[src/rtl/puf_crp_collector_if.sv]
// CRP output stream: {challenge, response} with a valid/ready handshake.
interface puf_crp_collector_if #(
  parameter int W = 65
);
  logic         out_valid;
  logic         out_ready;
  logic [W-1:0] out_data;

  modport master (output out_valid, output out_data, input out_ready);
  modport slave  (input out_valid, input out_data, output out_ready);
endinterface

[src/rtl/puf_crp_collector.sv]
// Snapshots a fully refreshed challenge, runs one PUF evaluation on it and
// delivers the challenge/response pair downstream.
module puf_crp_collector #(
  parameter int N_CB    = 64,
  parameter int N_RNG   = 4,
  parameter int N_RESP  = 1,
  parameter int SETTLE  = 2,
  parameter int TIMEOUT = 255
) (
  input  logic                 clk,
  input  logic                 rst,
  input  logic                 en,
  input  logic [N_CB-1:0]      C_in,
  output logic [N_CB-1:0]      puf_challenge,
  output logic                 puf_start,
  input  logic                 puf_done,
  input  logic [N_RESP-1:0]    puf_resp,
  puf_crp_collector_if.master  crp,
  output logic [15:0]          pair_cnt,
  output logic [7:0]           timeout_cnt
);

  localparam int REFRESH = N_CB / N_RNG;
  localparam int FW      = $clog2(REFRESH + 1);
  localparam int SW      = (SETTLE > 1) ? $clog2(SETTLE + 1) : 1;
  localparam int TW      = (TIMEOUT > 1) ? $clog2(TIMEOUT + 1) : 1;
  localparam int DW      = N_CB + N_RESP;

  localparam logic [FW-1:0] FC_RELOAD = FW'(REFRESH);
  localparam logic [SW-1:0] S_LAST    = SW'(SETTLE - 1);
  localparam logic [TW-1:0] T_LAST    = TW'(TIMEOUT - 1);

  typedef enum logic [1:0] {
    ST_IDLE  = 2'd0,
    ST_APPLY = 2'd1,
    ST_WAIT  = 2'd2,
    ST_OUT   = 2'd3
  } state_t;

  state_t          state_r, state_s;
  logic [FW-1:0]   fc_r, fc_s;
  logic [SW-1:0]   scnt_r, scnt_s;
  logic [TW-1:0]   tcnt_r, tcnt_s;
  logic [N_CB-1:0] chal_r, chal_s;
  logic            start_r, start_s;
  logic            valid_r, valid_s;
  logic [DW-1:0]   data_r, data_s;
  logic [15:0]     pair_r, pair_s;
  logic [7:0]      tout_r, tout_s;
  logic            fresh_s;

  // fc counts down the shifts still needed before every challenge bit is new
  assign fresh_s = (fc_r == FW'(0));

  // Next-state and next-output logic
  always_comb begin
    state_s = state_r;
    fc_s    = fresh_s ? FW'(0) : (fc_r - FW'(1));
    scnt_s  = scnt_r;
    tcnt_s  = tcnt_r;
    chal_s  = chal_r;
    start_s = 1'b0;
    valid_s = valid_r;
    data_s  = data_r;
    pair_s  = pair_r;
    tout_s  = tout_r;
    case (state_r)
      ST_IDLE: begin
        if (en && fresh_s) begin
          chal_s  = C_in;
          fc_s    = FC_RELOAD;
          scnt_s  = SW'(0);
          state_s = ST_APPLY;
        end else begin
          state_s = ST_IDLE;
        end
      end
      ST_APPLY: begin
        if (scnt_r == S_LAST) begin
          start_s = 1'b1;
          tcnt_s  = TW'(0);
          state_s = ST_WAIT;
        end else begin
          scnt_s  = scnt_r + SW'(1);
        end
      end
      ST_WAIT: begin
        // A response arriving on the expiry cycle still counts
        if (puf_done) begin
          data_s  = {chal_r, puf_resp};
          valid_s = 1'b1;
          state_s = ST_OUT;
        end else if (tcnt_r == T_LAST) begin
          if (tout_r != 8'hFF) begin
            tout_s = tout_r + 8'd1;
          end else begin
            tout_s = tout_r;
          end
          state_s = ST_IDLE;
        end else begin
          tcnt_s  = tcnt_r + TW'(1);
        end
      end
      ST_OUT: begin
        if (crp.out_ready) begin
          valid_s = 1'b0;
          pair_s  = pair_r + 16'd1;
          state_s = ST_IDLE;
        end else begin
          state_s = ST_OUT;
        end
      end
      default: begin
        state_s = ST_IDLE;
      end
    endcase
  end

  // State and output registers
  always_ff @(posedge clk) begin
    if (rst) begin
      state_r <= ST_IDLE;
      fc_r    <= FC_RELOAD;
      scnt_r  <= SW'(0);
      tcnt_r  <= TW'(0);
      chal_r  <= {N_CB{1'b0}};
      start_r <= 1'b0;
      valid_r <= 1'b0;
      data_r  <= {DW{1'b0}};
      pair_r  <= 16'd0;
      tout_r  <= 8'd0;
    end else begin
      state_r <= state_s;
      fc_r    <= fc_s;
      scnt_r  <= scnt_s;
      tcnt_r  <= tcnt_s;
      chal_r  <= chal_s;
      start_r <= start_s;
      valid_r <= valid_s;
      data_r  <= data_s;
      pair_r  <= pair_s;
      tout_r  <= tout_s;
    end
  end

  assign puf_challenge = chal_r;
  assign puf_start     = start_r;
  assign crp.out_valid = valid_r;
  assign crp.out_data  = data_r;
  assign pair_cnt      = pair_r;
  assign timeout_cnt   = tout_r;

endmodule

[src/flat_wrapper.sv]
// flat-port wrapper written by rule: the top's interface ports become plain ports
module puf_crp_collector_flat 
#(
  parameter int N_CB    = 64,
  parameter int N_RNG   = 4,
  parameter int N_RESP  = 1,
  parameter int SETTLE  = 2,
  parameter int TIMEOUT = 255
)
  (clk, rst, en, C_in, puf_challenge, puf_start, puf_done, puf_resp, pair_cnt, timeout_cnt, crp_out_valid, crp_out_data, crp_out_ready);
  puf_crp_collector_if #(.W(65)) crp_i ();
  input  logic clk;
  input  logic rst;
  input  logic en;
  input  logic [N_CB-1:0] C_in;
  output logic [N_CB-1:0] puf_challenge;
  output logic puf_start;
  input  logic puf_done;
  input  logic [N_RESP-1:0] puf_resp;
  output logic [15:0] pair_cnt;
  output logic [7:0] timeout_cnt;
  output wire logic [$bits(crp_i.out_valid)-1:0] crp_out_valid;
  output wire logic [$bits(crp_i.out_data)-1:0] crp_out_data;
  input wire logic [$bits(crp_i.out_ready)-1:0] crp_out_ready;
  assign crp_out_valid = crp_i.out_valid;
  assign crp_out_data = crp_i.out_data;
  assign crp_i.out_ready = crp_out_ready;
  puf_crp_collector #(.N_CB(N_CB), .N_RNG(N_RNG), .N_RESP(N_RESP), .SETTLE(SETTLE), .TIMEOUT(TIMEOUT)) u_core (.clk(clk), .rst(rst), .en(en), .C_in(C_in), .puf_challenge(puf_challenge), .puf_start(puf_start), .puf_done(puf_done), .puf_resp(puf_resp), .crp(crp_i), .pair_cnt(pair_cnt), .timeout_cnt(timeout_cnt));
endmodule
[config.mk]
export PLATFORM = sky130hd
export DESIGN_NAME = puf_crp_collector_flat
export DESIGN_NICKNAME = d
export VERILOG_FILES = /design/src/rtl/puf_crp_collector_if.sv /design/src/rtl/puf_crp_collector.sv /design/src/flat_wrapper.sv
export SDC_FILE = /design/constraint.sdc
export NUM_CORES = 1
export LEC_CHECK = 0
export CORE_ASPECT_RATIO = 1.25
export CORE_MARGIN = 3
export CORE_UTILIZATION = 40
export DETAILED_ROUTE_END_ITERATION = 12
export MAX_ROUTING_LAYER = met4
export PLACE_DENSITY = 0.72
export REMOVE_ABC_BUFFERS = 1
export SLEW_MARGIN = 20
export SYNTH_ARGS = -nofsm -noshare
export SYNTH_HDL_FRONTEND = slang
export SYNTH_SLANG_ARGS = --single-unit
[constraint.sdc]
create_clock -name clk -period 3.1 [get_ports clk]
set_clock_uncertainty 0.1 [all_clocks]
set_input_delay 0.62 -clock clk [delete_from_list [all_inputs] [get_ports clk]]
set_output_delay 0.62 -clock clk [all_outputs]
set_load 0.02 [all_outputs]
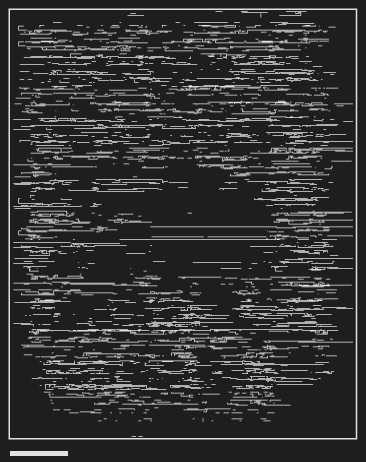
*Signal wires on met1, run 1*
The bar under the picture is 20 um long.
The layer holds 41% of the routed length. The longest straight run is 53.8 um.
total routed wirelength: 17900 um
total via count in the routed design: 5971
met1 track demand over resource in global routing: 23.1%

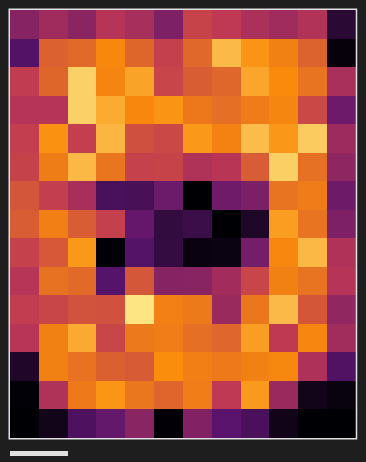
*Cell area per tile, run 1*
The bar under the picture is 20 um long. The die is cut into 12 by 15 equal tiles; black is low, pale yellow is high, 0 to 100% covered.
The fullest tile reaches 94%. The emptiest ninth of the die: centre. 5.0% of the tiles are nearly empty. The mean over all tiles is 52%. 14% of the tiles are over 75% full.
floorplan core area: 15700 um2
core utilization at floorplan: 41.0%
final core utilization: 60.2%

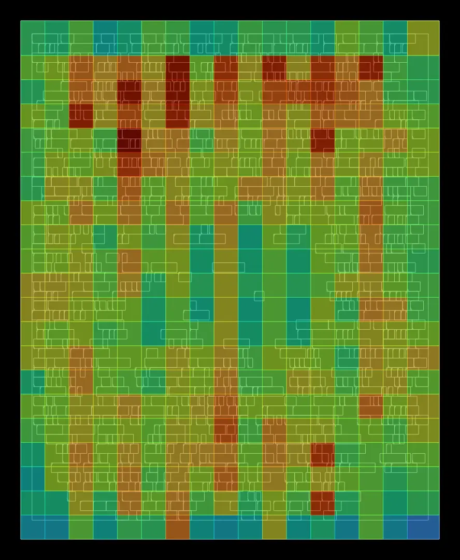
*Routing congestion map, run 1*
drt wl/cell: 14.6 um
global-route track usage on met2: 35.0%
GR Layer Usage met3: 5.43%

run 1: cells by family after synthesis:
group                      count (synthesis)  share of synthesized area, %
AOI/OAI and AO/OA                        162                          13.2
xor gates and xnor gates                  16                          2.17
adders and majority gates                  6                          1.17
buffers and inverters                     62                          4.02
DFF                                      172                          53.4
muxes                                      4                         0.660
and+or+nand+nor                          372                          25.3
run 1: routing by layer:
metal  vias up  track usage, %  wire length [um]  share of wire (%)
met3        28            5.43              1040                5.8
met1      2746            23.1              7290                 41
met5         -               -                 0                  0
met4         0            7.62               470                2.6
li1       3031               -                 -                  -
met2       166            35.0              9070                 51
==> report_table.html, run 1 <==
<h2>Implementation results</h2>
<table>
<tr><th>Metric</th><th>Value</th></tr>
<tr><th colspan="2">Synth</th></tr>
<tr><td>Average cell area after synthesis</td><td>8.12 um2</td></tr>
<tr><td>Post-synthesis cell count from yosys</td><td>794</td></tr>
<tr><td>Cell area leaders</td><td>sky130_fd_sc_hd__dfxtp_1 (53%), sky130_fd_sc_hd__nand2_1 (16%), sky130_fd_sc_hd__a21oi_1 (11%)</td></tr>
<tr><td>Instance tally after logic synthesis</td><td>794</td></tr>
<tr><td>FF+latch count, synth</td><td>172</td></tr>
<tr><td>Number of different library cells in the post-synthesis netlist</td><td>47</td></tr>
<tr><td>Leading cell types by count after synthesis</td><td>sky130_fd_sc_hd__nand2_1 (269), sky130_fd_sc_hd__dfxtp_1 (172), sky130_fd_sc_hd__a21oi_1 (144)</td></tr>
<tr><td>Post-synth top area cell</td><td>sky130_fd_sc_hd__dfxtp_1</td></tr>
<tr><td>Post-synth top area share</td><td>53.4%</td></tr>
<tr><td>Async set or reset register ratio after synthesis</td><td>0%</td></tr>
<tr><td>Dominant cell by count in the synthesized netlist</td><td>sky130_fd_sc_hd__nand2_1</td></tr>
<tr><td>Count of flip-flops with a built-in enable after synthesis</td><td>0</td></tr>
<tr><td>Seq share, synth</td><td>53.4%</td></tr>
<tr><td>Summed standard-cell area reported by yosys</td><td>6440 um2</td></tr>
<tr><td>Dominant register cell in the synthesized netlist</td><td>sky130_fd_sc_hd__dfxtp_1</td></tr>
<tr><td>Cell Area, Synth</td><td>6440 um2</td></tr>
<tr><td>Warnings from Yosys</td><td>0</td></tr>
<tr><th colspan="2">Layout</th></tr>
<tr><td>Largest register FFs</td><td>65</td></tr>
<tr><td>Most common library cell in the layout ignoring fill and taps</td><td>sky130_fd_sc_hd__nand2_1</td></tr>
<tr><td>Comb/total area</td><td>29.1%</td></tr>
<tr><td>Multi-Input Combinational</td><td>560</td></tr>
<tr><td>Non-clock inverter count in the final layout</td><td>10</td></tr>
<tr><td>Final cell count without fillers</td><td>1220</td></tr>
<tr><td>Area taken by flip-flops and latches</td><td>3440 um2</td></tr>
<tr><td>Top Layout Cells</td><td>sky130_fd_sc_hd__nand2_1 (269), sky130_fd_sc_hd__clkdlybuf4s50_1 (223), sky130_fd_sc_hd__dfxtp_1 (172), sky130_fd_sc_hd__a21oi_1 (144), sky130_fd_sc_hd__nor2_1 (30)</td></tr>
<tr><td>Final design area excluding fillers</td><td>9440 um2</td></tr>
<tr><td>Top class by area</td><td>flip-flops and latches</td></tr>
<tr><td>Diode count</td><td>0</td></tr>
<tr><td>Area growth, synth to finish</td><td>46.5%</td></tr>
<tr><td>Non-clock buffer contribution to total cell area</td><td>24.9%</td></tr>
<tr><td>Sequential portion of the cell area</td><td>36.5%</td></tr>
<tr><td>ClkCell Share</td><td>6.32%</td></tr>
<tr><td>Layout clock buffer count</td><td>18</td></tr>
<tr><td>Fill cell count</td><td>1435</td></tr>
<tr><td>Share of final-layout standard cells stronger than drive strength 1</td><td>6.25%</td></tr>
<tr><td>Final nets</td><td>1071</td></tr>
<tr><td>Registers</td><td>172</td></tr>
<tr><td>Combinational gate area</td><td>2750 um2</td></tr>
<tr><td>Number of ordinary and repair buffers in the finished layout</td><td>234</td></tr>
<tr><th colspan="2">Setup path</th></tr>
<tr><td>CP cell instances</td><td>inv_1 &gt; ha_1 &gt; nor4b_1 &gt; and3_2 &gt; buf_4 &gt; nand2_1 &gt; a21oi_1</td></tr>
<tr><td>Count of cells along the worst register-to-register path</td><td>7</td></tr>
<tr><td>Logic depth of the worst path, buffers included</td><td>7</td></tr>
<tr><td>Endpoint class of the critical path</td><td>register</td></tr>
<tr><td>Crit start category</td><td>register</td></tr>
<tr><td>Data required, critical path</td><td>3.35 ns</td></tr>
<tr><td>Beginning of the critical path</td><td>u_core.fc_r[0]$_SDFF_PP0_</td></tr>
<tr><td>Worst reg2reg path endpoint</td><td>u_core.puf_challenge[11]$_SDFFE_PP0P_</td></tr>
<tr><td>Worst setup path end</td><td>u_core.puf_challenge[11]$_SDFFE_PP0P_</td></tr>
<tr><td>Slowest cell delay on critical path</td><td>0.62 ns</td></tr>
<tr><td>Sum of buffers and inverters on the critical path</td><td>2</td></tr>
<tr><td>Worst Setup Path Type</td><td>register to register</td></tr>
<tr><td>Slowest cell on crit path</td><td>sky130_fd_sc_hd__and3_2</td></tr>
<tr><td>Endpoint arrival time on the critical path</td><td>2.71 ns</td></tr>
<tr><td>Crit-path leading delay family</td><td>simple AND/OR/NAND/NOR gates</td></tr>
<tr><td>RR Startpoint</td><td>u_core.fc_r[0]$_SDFF_PP0_</td></tr>
<tr><td>Reg-to-reg slack, setup</td><td>0.64 ns</td></tr>
<tr><td>Worst-path fanout max</td><td>21</td></tr>
<tr><th colspan="2">Final timing</th></tr>
<tr><td>Slew at the pin closest to its max-slew limit</td><td>0.647 ns</td></tr>
<tr><td>WHS</td><td>0.342 ns</td></tr>
<tr><td>Post-layout min period</td><td>2.46 ns</td></tr>
<tr><td>Total Neg Setup Slack</td><td>0 ns</td></tr>
<tr><td># setup viols final</td><td>0</td></tr>
<tr><td>Worst setup slack after layout</td><td>0.642 ns</td></tr>
<tr><td>Post-layout period usage of the worst path</td><td>79.3%</td></tr>
<tr><td>Setup repair after global routing missed its margin</td><td>no</td></tr>
<tr><td>Final hold violations</td><td>0</td></tr>
<tr><td>Achievable Freq</td><td>407 MHz</td></tr>
<tr><td>Final count of pins violating max slew</td><td>0</td></tr>
<tr><td>Relative max-transition margin</td><td>56.2%</td></tr>
<tr><th colspan="2">Pwr</th></tr>
<tr><td>Power share of the clock group</td><td>41.7%</td></tr>
<tr><td>Internal cell power</td><td>0.00381 W</td></tr>
<tr><td>Total net switching power</td><td>0.00130 W</td></tr>
<tr><td>Combinational Power Share</td><td>11.8%</td></tr>
<tr><td>Power dissipated in combinational cells</td><td>0.000604 W</td></tr>
<tr><td>Pwr top</td><td>registers</td></tr>
<tr><td>Power of the sequential group</td><td>0.00238 W</td></tr>
<tr><td>Sw Ratio</td><td>25.4%</td></tr>
<tr><td>Static leakage</td><td>3.14 nW</td></tr>
<tr><td>Sequential Power Share</td><td>46.5%</td></tr>
<tr><td>VDD IR max</td><td>0.369 mV</td></tr>
<tr><td>Total power density per cell area</td><td>542 nW/um2</td></tr>
<tr><td>Clk power</td><td>0.00213 W</td></tr>
<tr><td>Sum of internal, switching and leakage power</td><td>0.00511 W</td></tr>
<tr><th colspan="2">Clock network</th></tr>
<tr><td>Clock Tree Buf Depth</td><td>2</td></tr>
<tr><td>Post-CTS Repair Setup Buffers</td><td>0</td></tr>
<tr><td>Worst-Skew Late Latency</td><td>0.42 ns</td></tr>
<tr><td>Post-CTS Resized</td><td>0</td></tr>
<tr><td>Clock slew seen by the registers of the worst setup and hold paths</td><td>0.07 ns</td></tr>
<tr><td>Total clock sinks</td><td>172</td></tr>
<tr><td>Cts bufs inserted</td><td>17</td></tr>
<tr><td>Count of hold-fix buffers inserted at cts</td><td>0</td></tr>
<tr><td>CTS tree</td><td>done</td></tr>
<tr><td>Maximum level of the CTS H-tree</td><td>4</td></tr>
<tr><td>Clock Tree Root</td><td>sky130_fd_sc_hd__clkbuf_16</td></tr>
<tr><th colspan="2">Place</th></tr>
<tr><td>Final weighted congestion in routability-driven placement</td><td>0.835</td></tr>
<tr><td>Cell area after placement</td><td>8850 um2</td></tr>
<tr><td>Detailed Place HPWL</td><td>12100 um</td></tr>
<tr><td>DP Cell Count</td><td>1188</td></tr>
<tr><td>Worst setup slack before clock tree synthesis</td><td>0.481 ns</td></tr>
<tr><td>Buffers added on ports</td><td>224</td></tr>
<tr><th colspan="2">Die</th></tr>
<tr><td>Floorplan die height</td><td>148 um</td></tr>
<tr><td>Chip area</td><td>17700 um2</td></tr>
<tr><td>Top Ports</td><td>225</td></tr>
<tr><td>Count of standard-cell rows</td><td>51</td></tr>
<tr><td>Count of inserted tapcells</td><td>212</td></tr>
<tr><td>Die width</td><td>120 um</td></tr>
<tr><th colspan="2">Drt</th></tr>
<tr><td>Violation count after the first detailed-routing iteration</td><td>291</td></tr>
<tr><td>Drt drc</td><td>0</td></tr>
<tr><td>Router iterations before antenna repair</td><td>4</td></tr>
<tr><td>Antenna-violating nets left</td><td>0</td></tr>
<tr><td>Mean number of vias per cell</td><td>4.89</td></tr>
<tr><th colspan="2">Min path</th></tr>
<tr><td>Number of cells on the worst hold path</td><td>1</td></tr>
<tr><td>Worst min path class</td><td>register to register</td></tr>
<tr><td>Source of the worst hold timing path</td><td>u_core.fc_r[0]$_SDFF_PP0_</td></tr>
<tr><td>End point of the worst hold path</td><td>u_core.fc_r[0]$_SDFF_PP0_</td></tr>
<tr><th colspan="2">Flow run</th></tr>
<tr><td>Number of maximum-capacitance violations</td><td>0</td></tr>
<tr><td>Count of tool warnings</td><td>26</td></tr>
<tr><th colspan="2">GRT</th></tr>
<tr><td>First-pass GRT wire length</td><td>28500 um</td></tr>
<tr><td>Antenna violations before repair</td><td>0</td></tr>
<tr><td>Via count of the first global-routing pass</td><td>5513</td></tr>
<tr><td>Maximum number of pins on one net before global-route repair</td><td>69</td></tr>
<tr><td>Residual overflow from global routing</td><td>0</td></tr>
<tr><td>Global-route usage over all layers</td><td>20.5%</td></tr>
<tr><th colspan="2">Run status</th></tr>
<tr><td>Outcome</td><td>completed</td></tr>
</table>
## Run 2: what changed since run 1
==> constraint.sdc (replaced) <==
create_clock -name clk -period 2.28 [get_ports clk]
set_clock_uncertainty 0.1 [all_clocks]
set_input_delay 0.456 -clock clk [delete_from_list [all_inputs] [get_ports clk]]
set_output_delay 0.456 -clock clk [all_outputs]
set_load 0.02 [all_outputs]
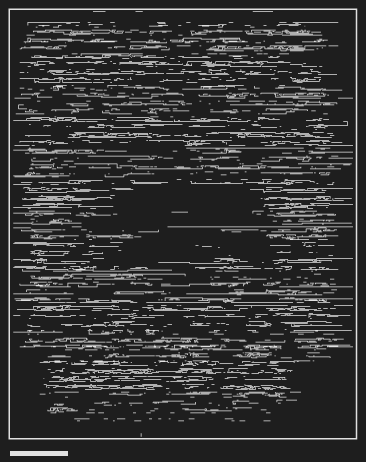
*Signal wires on met1, run 2*
The bar under the picture is 20 um long.
The layer holds 42% of the routed length. 970 nets have wire on it. The wires run mostly horizontal. The longest straight run is 63.9 um. The layer carries 7720 um of wire.
total via count in the routed design: 6027
met1 track demand over resource in global routing: 24.5%
total routed wirelength: 18300 um

==> run 2 against run 1 <==
Net effect:
- clock power is 33% higher
- clock-buffer cell count is 4 higher
- final area is 1.2% higher
- synthesized cell count stayed put
- global-route usage is 0.39 points higher
- critical path type is now register to output pin
==> report_table.html, run 2 <==
<h2>Implementation results</h2>
<table>
<tr><th>Metric</th><th>Value</th></tr>
<tr><th colspan="2">Run status</th></tr>
<tr><td>Outcome</td><td>completed (unchanged)</td></tr>
<tr><th colspan="2">Drt</th></tr>
<tr><td>Mean number of vias per cell</td><td>4.90 (was 4.89)</td></tr>
<tr><td>Drt wl/cell</td><td>14.9 um (was 14.6 um)</td></tr>
<tr><td>Router iterations before antenna repair</td><td>4 (unchanged)</td></tr>
<tr><td>Drt drc</td><td>0 (unchanged)</td></tr>
<tr><td>Violation count after the first detailed-routing iteration</td><td>352 (was 291)</td></tr>
<tr><td>Antenna-violating nets left</td><td>0 (unchanged)</td></tr>
<tr><th colspan="2">Clock network</th></tr>
<tr><td>CTS tree</td><td>done (unchanged)</td></tr>
<tr><td>Cts bufs inserted</td><td>17 (unchanged)</td></tr>
<tr><td>Clock Tree Buf Depth</td><td>2 (unchanged)</td></tr>
<tr><td>Clock slew seen by the registers of the worst setup and hold paths</td><td>0.06 ns (was 0.07 ns)</td></tr>
<tr><td>Maximum level of the CTS H-tree</td><td>4 (unchanged)</td></tr>
<tr><td>Post-CTS Repair Setup Buffers</td><td>0 (unchanged)</td></tr>
<tr><td>Worst-Skew Late Latency</td><td>0.41 ns (was 0.42 ns)</td></tr>
<tr><td>Total clock sinks</td><td>172 (unchanged)</td></tr>
<tr><td>Clock Tree Root</td><td>sky130_fd_sc_hd__clkbuf_16 (unchanged)</td></tr>
<tr><td>Post-CTS Resized</td><td>0 (unchanged)</td></tr>
<tr><td>Count of hold-fix buffers inserted at cts</td><td>0 (unchanged)</td></tr>
<tr><th colspan="2">GRT</th></tr>
<tr><td>Maximum number of pins on one net before global-route repair</td><td>89 (was 69)</td></tr>
<tr><td>Via count of the first global-routing pass</td><td>5671 (was 5513)</td></tr>
<tr><td>Antenna violations before repair</td><td>0 (unchanged)</td></tr>
<tr><td>Residual overflow from global routing</td><td>0 (unchanged)</td></tr>
<tr><td>First-pass GRT wire length</td><td>29000 um (was 28500 um)</td></tr>
<tr><td>Global-route usage over all layers</td><td>20.9% (was 20.5%)</td></tr>
<tr><th colspan="2">Synth</th></tr>
<tr><td>Post-synth top area share</td><td>53.4% (unchanged)</td></tr>
<tr><td>Post-synthesis cell count from yosys</td><td>794 (unchanged)</td></tr>
<tr><td>Instance tally after logic synthesis</td><td>794 (unchanged)</td></tr>
<tr><td>Dominant register cell in the synthesized netlist</td><td>sky130_fd_sc_hd__dfxtp_1 (unchanged)</td></tr>
<tr><td>FF+latch count, synth</td><td>172 (unchanged)</td></tr>
<tr><td>Number of different library cells in the post-synthesis netlist</td><td>47 (unchanged)</td></tr>
<tr><td>Cell Area, Synth</td><td>6440 um2 (unchanged)</td></tr>
<tr><td>Leading cell types by count after synthesis</td><td>sky130_fd_sc_hd__nand2_1 (269), sky130_fd_sc_hd__dfxtp_1 (172), sky130_fd_sc_hd__a21oi_1 (144) (unchanged)</td></tr>
<tr><td>Post-synth top area cell</td><td>sky130_fd_sc_hd__dfxtp_1 (unchanged)</td></tr>
<tr><td>Warnings from Yosys</td><td>0 (unchanged)</td></tr>
<tr><td>Biggest combinational cell group after synthesis</td><td>simple AND/OR/NAND/NOR gates (unchanged)</td></tr>
<tr><td>Seq share, synth</td><td>53.4% (unchanged)</td></tr>
<tr><td>Dominant cell by count in the synthesized netlist</td><td>sky130_fd_sc_hd__nand2_1 (unchanged)</td></tr>
<tr><td>AND-OR/OR-AND share of the synthesized area</td><td>13.2% (unchanged)</td></tr>
<tr><td>Multiplexer fraction of the synthesized cell area</td><td>0.660% (unchanged)</td></tr>
<tr><td>Async set or reset register ratio after synthesis</td><td>0% (unchanged)</td></tr>
<tr><td>Post-synthesis share of cell area spent on and, or, nand and nor gates</td><td>25.3% (unchanged)</td></tr>
<tr><td>Cell area leaders</td><td>sky130_fd_sc_hd__dfxtp_1 (53%), sky130_fd_sc_hd__nand2_1 (16%), sky130_fd_sc_hd__a21oi_1 (11%) (unchanged)</td></tr>
<tr><td>Summed standard-cell area reported by yosys</td><td>6440 um2 (unchanged)</td></tr>
<tr><td>Arithmetic-cell share of the synthesized area counting full adders, half adders and majority gates</td><td>1.17% (unchanged)</td></tr>
<tr><td>Average cell area after synthesis</td><td>8.12 um2 (unchanged)</td></tr>
<tr><td>Count of flip-flops with a built-in enable after synthesis</td><td>0 (unchanged)</td></tr>
<tr><td>Xor+xnor area frac</td><td>2.17% (unchanged)</td></tr>
<tr><th colspan="2">Place</th></tr>
<tr><td>Cell area after placement</td><td>8970 um2 (was 8850 um2)</td></tr>
<tr><td>Detailed Place HPWL</td><td>12300 um (was 12100 um)</td></tr>
<tr><td>Final weighted congestion in routability-driven placement</td><td>0.862 (was 0.835)</td></tr>
<tr><td>DP Cell Count</td><td>1198 (was 1188)</td></tr>
<tr><td>Buffers added on ports</td><td>224 (unchanged)</td></tr>
<tr><td>Worst setup slack before clock tree synthesis</td><td>-0.0302 ns (was 0.481 ns)</td></tr>
<tr><th colspan="2">Setup path</th></tr>
<tr><td>Worst Setup Path Type</td><td>register to output pin (was register to register)</td></tr>
<tr><td>Data required, critical path</td><td>1.72 ns (was 3.35 ns)</td></tr>
<tr><td>Endpoint arrival time on the critical path</td><td>1.57 ns (was 2.71 ns)</td></tr>
<tr><td>CP cell instances</td><td>clkdlybuf4s50_1 (was inv_1 &gt; ha_1 &gt; nor4b_1 &gt; and3_2 &gt; buf_4 &gt; nand2_1 &gt; a21oi_1)</td></tr>
<tr><td>Beginning of the critical path</td><td>u_core.pair_cnt[2]$_SDFFE_PP0P_ (was u_core.fc_r[0]$_SDFF_PP0_)</td></tr>
<tr><td>Crit start category</td><td>register (unchanged)</td></tr>
<tr><td>RR Startpoint</td><td>u_core.timeout_cnt[0]$_SDFFE_PP0P_ (was u_core.fc_r[0]$_SDFF_PP0_)</td></tr>
<tr><td>Sum of buffers and inverters on the critical path</td><td>1 (was 2)</td></tr>
<tr><td>Crit-path leading delay family</td><td>buffers and inverters (was simple AND/OR/NAND/NOR gates)</td></tr>
<tr><td>Slowest cell on crit path</td><td>sky130_fd_sc_hd__clkdlybuf4s50_1 (was sky130_fd_sc_hd__and3_2)</td></tr>
<tr><td>Endpoint class of the critical path</td><td>output pin (was register)</td></tr>
<tr><td>Worst-path fanout max</td><td>8 (was 21)</td></tr>
<tr><td>Slowest cell delay on critical path</td><td>0.67 ns (was 0.62 ns)</td></tr>
<tr><th colspan="2">Final timing</th></tr>
<tr><td>Worst setup slack after layout</td><td>0.155 ns (was 0.642 ns)</td></tr>
<tr><td>Relative max-transition margin</td><td>72.6% (was 56.2%)</td></tr>
<tr><td>Post-layout period usage of the worst path</td><td>93.2%</td></tr>
<tr><td>Setup repair after global routing missed its margin</td><td>no (unchanged)</td></tr>
<tr><td># setup viols final</td><td>0 (unchanged)</td></tr>
<tr><td>Final hold violations</td><td>0 (unchanged)</td></tr>
<tr><td>Slew at the pin closest to its max-slew limit</td><td>0.412 ns (was 0.647 ns)</td></tr>
<tr><td>Achievable Freq</td><td>471 MHz</td></tr>
<tr><td>WHS</td><td>0.294 ns (was 0.342 ns)</td></tr>
<tr><td>Total Neg Setup Slack</td><td>0 ns (unchanged)</td></tr>
<tr><td>Post-layout min period</td><td>2.12 ns</td></tr>
<tr><td>Final count of pins violating max slew</td><td>0 (unchanged)</td></tr>
<tr><th colspan="2">Layout</th></tr>
<tr><td>Multi-Input Combinational</td><td>560 (unchanged)</td></tr>
<tr><td>Sequential portion of the cell area</td><td>36.0% (was 36.5%)</td></tr>
<tr><td>Final cell count without fillers</td><td>1230 (was 1220)</td></tr>
<tr><td>Share of final-layout standard cells stronger than drive strength 1</td><td>6.88% (was 6.25%)</td></tr>
<tr><td>Diode count</td><td>0 (unchanged)</td></tr>
<tr><td>Area growth, synth to finish</td><td>48.2% (was 46.5%)</td></tr>
<tr><td>Fill cell count</td><td>1424 (was 1435)</td></tr>
<tr><td>Largest register FFs</td><td>65 (unchanged)</td></tr>
<tr><td>Most common library cell in the layout ignoring fill and taps</td><td>sky130_fd_sc_hd__nand2_1 (unchanged)</td></tr>
<tr><td>Comb/total area</td><td>28.8% (was 29.1%)</td></tr>
<tr><td>Final nets</td><td>1081 (was 1071)</td></tr>
<tr><td>Number of ordinary and repair buffers in the finished layout</td><td>244 (was 234)</td></tr>
<tr><td>Top class by area</td><td>flip-flops and latches (unchanged)</td></tr>
<tr><td>ClkCell Share</td><td>6.08% (was 6.32%)</td></tr>
<tr><td>Non-clock inverter count in the final layout</td><td>10 (unchanged)</td></tr>
<tr><td>Top Layout Cells</td><td>sky130_fd_sc_hd__nand2_1 (269), sky130_fd_sc_hd__clkdlybuf4s50_1 (223), sky130_fd_sc_hd__dfxtp_1 (172), sky130_fd_sc_hd__a21oi_1 (144), sky130_fd_sc_hd__nor2_1 (30) (unchanged)</td></tr>
<tr><td>Area taken by flip-flops and latches</td><td>3440 um2 (unchanged)</td></tr>
<tr><td>Non-clock buffer contribution to total cell area</td><td>25.9% (was 24.9%)</td></tr>
<tr><td>Registers</td><td>172 (unchanged)</td></tr>
<tr><td>Final design area excluding fillers</td><td>9550 um2 (was 9440 um2)</td></tr>
<tr><td>Final core utilization</td><td>60.8% (was 60.2%)</td></tr>
<tr><td>Combinational gate area</td><td>2750 um2 (unchanged)</td></tr>
<tr><td>Layout clock buffer count</td><td>22 (was 18)</td></tr>
<tr><th colspan="2">Die</th></tr>
<tr><td>Count of inserted tapcells</td><td>212 (unchanged)</td></tr>
<tr><td>Floorplan core area</td><td>15700 um2 (unchanged)</td></tr>
<tr><td>Die width</td><td>120 um (unchanged)</td></tr>
<tr><td>Top Ports</td><td>225 (unchanged)</td></tr>
<tr><td>Count of standard-cell rows</td><td>51 (unchanged)</td></tr>
<tr><td>Core utilization at floorplan</td><td>41.0% (unchanged)</td></tr>
<tr><td>Chip area</td><td>17700 um2 (unchanged)</td></tr>
<tr><td>Floorplan die height</td><td>148 um (unchanged)</td></tr>
<tr><th colspan="2">Pwr</th></tr>
<tr><td>Sum of internal, switching and leakage power</td><td>0.00692 W (was 0.00511 W)</td></tr>
<tr><td>VDD IR max</td><td>0.406 mV (was 0.369 mV)</td></tr>
<tr><td>Static leakage</td><td>3.20 nW (was 3.14 nW)</td></tr>
<tr><td>Total power density per cell area</td><td>724 nW/um2 (was 542 nW/um2)</td></tr>
<tr><th colspan="2">Min path</th></tr>
<tr><td>Source of the worst hold timing path</td><td>rst (was u_core.fc_r[0]$_SDFF_PP0_)</td></tr>
<tr><td>Worst min path class</td><td>input pin to register (was register to register)</td></tr>
<tr><th colspan="2">Flow run</th></tr>
<tr><td>Number of maximum-capacitance violations</td><td>0 (unchanged)</td></tr>
<tr><td>Count of tool warnings</td><td>26 (unchanged)</td></tr>
</table>
[run 2: metal layers]
metal | GRT usage (%) | wire length (um)
met1 | 24.5 | 7720
met2 | 34.9 | 9170
met3 | 4.36 | 859
met4 | 8.94 | 544
met5 | - | 0
[run 2: path summary, 6_finish.rpt]
check / slack [ns] / cells after the start / to
max: 0.16 / 1 / pair_cnt[2]
min: 0.29 / 2 / u_core.pair_cnt[8]$_SDFFE_PP0P_
max reg2reg: 0.35 / 5 / u_core.timeout_cnt[3]$_SDFFE_PP0P_
min reg2reg: 0.35 / 1 / u_core.fc_r[0]$_SDFF_PP0_
[run 2: power breakdown]
part	internal, W	switching, W	leakage, nW
clock	0.00167	0.00117	0.280
combinational	0.000403	0.000442	1.53
sequential	0.00313	0.0000999	1.39
total	0.00521	0.00171	3.20
No activity file was given, so power comes from the tool's default toggle rates.
